==> config.mk <==
export PLATFORM = sky130hd
export DESIGN_NAME = vending_machine_core
export DESIGN_NICKNAME = d
export VERILOG_FILES = /design/src/rtl/vending_pkg.sv /design/src/rtl/coin_edge_detect.sv /design/src/rtl/input_sync.sv /design/src/rtl/vending_machine_core.sv
export SDC_FILE = /design/constraint.sdc
export NUM_CORES = 1
export LEC_CHECK = 0
export ABC_AREA = 1
export CORE_UTILIZATION = 45
export DETAILED_ROUTE_END_ITERATION = 12
export GPL_TIMING_DRIVEN = 0
export SLEW_MARGIN = 20
export SYNTH_ARGS = -nofsm -noshare
export SYNTH_HDL_FRONTEND = slang
export SYNTH_SLANG_ARGS = --single-unit
==> constraint.sdc <==
create_clock -name clk -period 4.7 [get_ports clk]
set_input_delay 0.94 -clock clk [delete_from_list [all_inputs] [get_ports clk]]
set_output_delay 0.94 -clock clk [all_outputs]
set_load 0.005 [all_outputs]
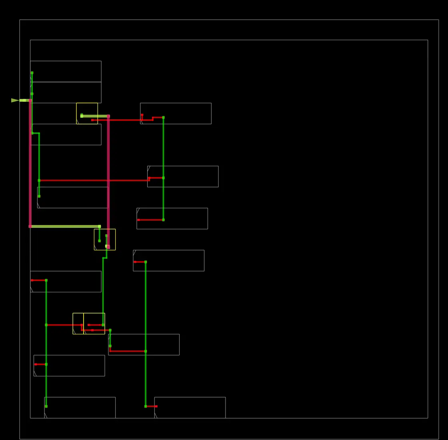
Fig. 1. Clock wiring as the flow saved it.
clock buffer count from CTS: 3
number of flip-flops and latches: 13

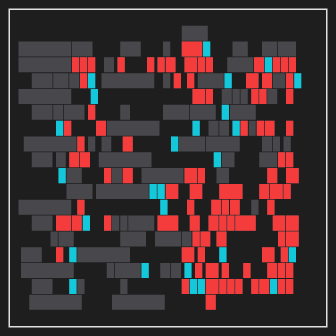
Fig. 2. Selected gate families.
| colour | family | cells | where |
|---|---|---|---|
| red | NAND gates | 95 | all over the die |
| cyan | inverters | 26 | all over the die |
most used logic cell in the final layout: sky130_fd_sc_hd__nand2_1
share of the final layout cell area in multi-input gates: 0.586
Final Instance Count excl. Fillers: 227

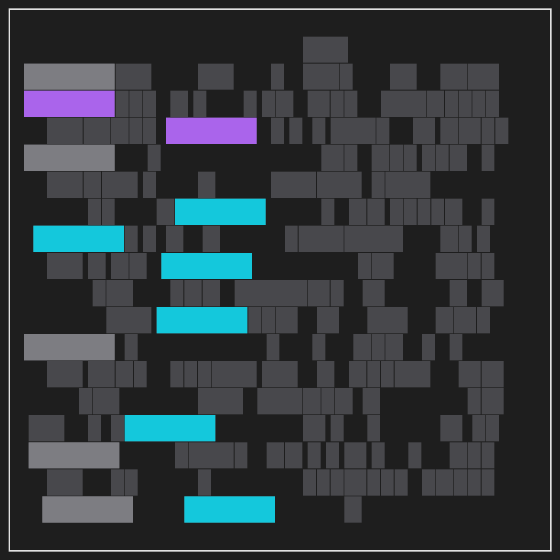
Fig. 3. Sequential cells grouped by signal name.
| colour | netlist name | sequential cells |
|---|---|---|
| cyan | credit_q | 6 |
| purple | dime_out | 2 |
power consumed by sequential cells: 160 uW
fraction of area in registers: 0.234

==> reports/results.txt <==
status - finished clean
layout-stage area growth over the synthesis result - 13.1%
die width - 54.3 um
maximum cell stage delay along the critical path - 490 ps
Clock Tree Root - sky130_fd_sc_hd__clkbuf_4
dominant kind of cell by area - logic gates
M3 GR Usage - 0.0139
part of the power in the clock network - 0.082
Hold Path Class - reg -> reg
clock slew seen by the registers of the worst setup and hold paths - 80 ps
power attributed to combinational cells - 608 uW
critical path data arrival time - 4500 ps
highest ir drop seen on vdd - 0.450 mV
fmax - 231 MHz
number of cells on the worst reg-to-reg path - 19
Setup WS pre-CTS - -26.9 ps
total via count in the routed design - 1157
number of filler instances in the final layout - 261
share of power burned in registers - 0.192
total number of H-tree levels - 1
detail-routed via count per cell - 5.10
Post-synth ARST share - 1.00
number of antenna violations at the first check in global routing - 0
dominant delay contributor by cell family on the critical path - adder cells
number of violations of the max-capacitance limit - 0
final hold viol count - 0
number of DRC violations after detailed routing - 0
Placed Area - 1360 sq um
Warnings, synthesis - 0
leading cell type by number of instances after synthesis - sky130_fd_sc_hd__nand2_1
Post-Layout Inst Area - 1390 sq um
Total Negative Setup Slacks - 0 ps
metal1 wirelength - 1210 um
CTS Hold Bufs - 0
Finish-stage setup viols - 0
WP buf/inv - 5
combined global-route utilization of all metal layers - 0.197
critical path, cell by cell - clkdlybuf4s50_1, inv_1, nor2_1, inv_1, nand2_1, ha_1, fa_1, ha_1, xor2_2, inv_1, ha_1, a21oi_1, inv_1, a21oi_1, nand2_1, o21ai_1, nor2_1, nor2_1, nand2_1, nand2_1, nand2_1
final-report max-slew violation count - 0
Final clock-cell share - 0.0189
count of warning messages emitted by the tools - 30
synthesized-area fraction occupied by and/or/nand/nor cells - 0.424
share of layout cells above drive strength 1 - 0.117
worst setup margin - 364 ps
site row count - 18
multi-input gates - 145
portion of synthesized cell area occupied by the leading cell type - 0.264
insertion delay at the late pin of the worst-skew pair - 270 ps
Register Area - 325 sq um
setup repair after global routing missed its margin - no
weighted congestion at the end of routability-driven global placement - 0.813
relative slew slack - 0.624
post-layout period usage - 0.923
first-pass GRT wire length - 4170 um
GR peak layer - met2
commonest non-fill, non-tap cells in the layout - 54 x sky130_fd_sc_hd__nand2_1, 24 x sky130_fd_sc_hd__inv_1, 21 x sky130_fd_sc_hd__nand3_1
Bufs on Longest Clock Path - 2
yosys xor share - 0.0142
post-route ant nets - 0
Post-synth EDFFs - 0
Core ar. - 2520 sq um
Final HPWL DP - 2090 um
main combinational cell family by area after synthesis - simple AND/OR/NAND/NOR gates
cell with the largest stage delay on the worst path - sky130_fd_sc_hd__fa_1
largest cells by area after synthesis - sky130_fd_sc_hd__dfrtp_1 26%, sky130_fd_sc_hd__nand2_1 16%, sky130_fd_sc_hd__ha_1 12%
area leader, netlist - sky130_fd_sc_hd__dfrtp_1
number of clock buffers in the layout - 4
Non-clock buffers, area share - 0.0647
total chip power - 837 uW
hold-critical path depth - 2
instance count on the critical path - 21
full die area - 2950 sq um
summed instance area of the synthesized netlist - 1230 sq um
height of the die - 54.3 um
I/O pin total - 10
GRT overflow - 0
cell count after synthesis - 184
largest net degree at the start of global routing - 14
fin util - 0.552
Combinational Power Share - 0.727
count of plain and timing-repair buffers in the layout - 9
highest metal layer with signal wires - met4
critical path launch point type - primary input
number of DRC markers after the initial detailed-route iteration - 25
dominant synthesized flop cell - sky130_fd_sc_hd__dfrtp_1
number of gates resized after CTS - 0
average detailed-routed wire length per instance - 11.0 um
met3 wirelength from detailed routing - 97 um
distinct lib cells - 22
number of synthesized register bits - 13
number of nets produced by synthesis - 203
dominant cell type by count on the critical path - sky130_fd_sc_hd__nand2_1
Setup crit end kind - flip-flop
wire length on met2 - 1150 um
Switching Share - 0.510
shortest clock period the worst path allows after layout - 4340 ps
area reported by Yosys stat - 1230 sq um
ys cells - 184
count of buffers added by post-CTS timing repair for setup - 0
post-synthesis adder-cell area fraction - 0.138
clock group power - 68.2 uW
Net Switching - 426 uW
Hold Slack - 488 ps
transition at the pin with the smallest max-transition slack - 562 ps
leakage power - 0.000744 uW
main power-consuming group - combinational cells
detailed-route wire length - 2490 um
count of inserted tapcells - 30
clk sinks - 13
largest fanout of any net on the critical path - 6
Power figures rest on the tool's default switching activity, not on a simulated workload.
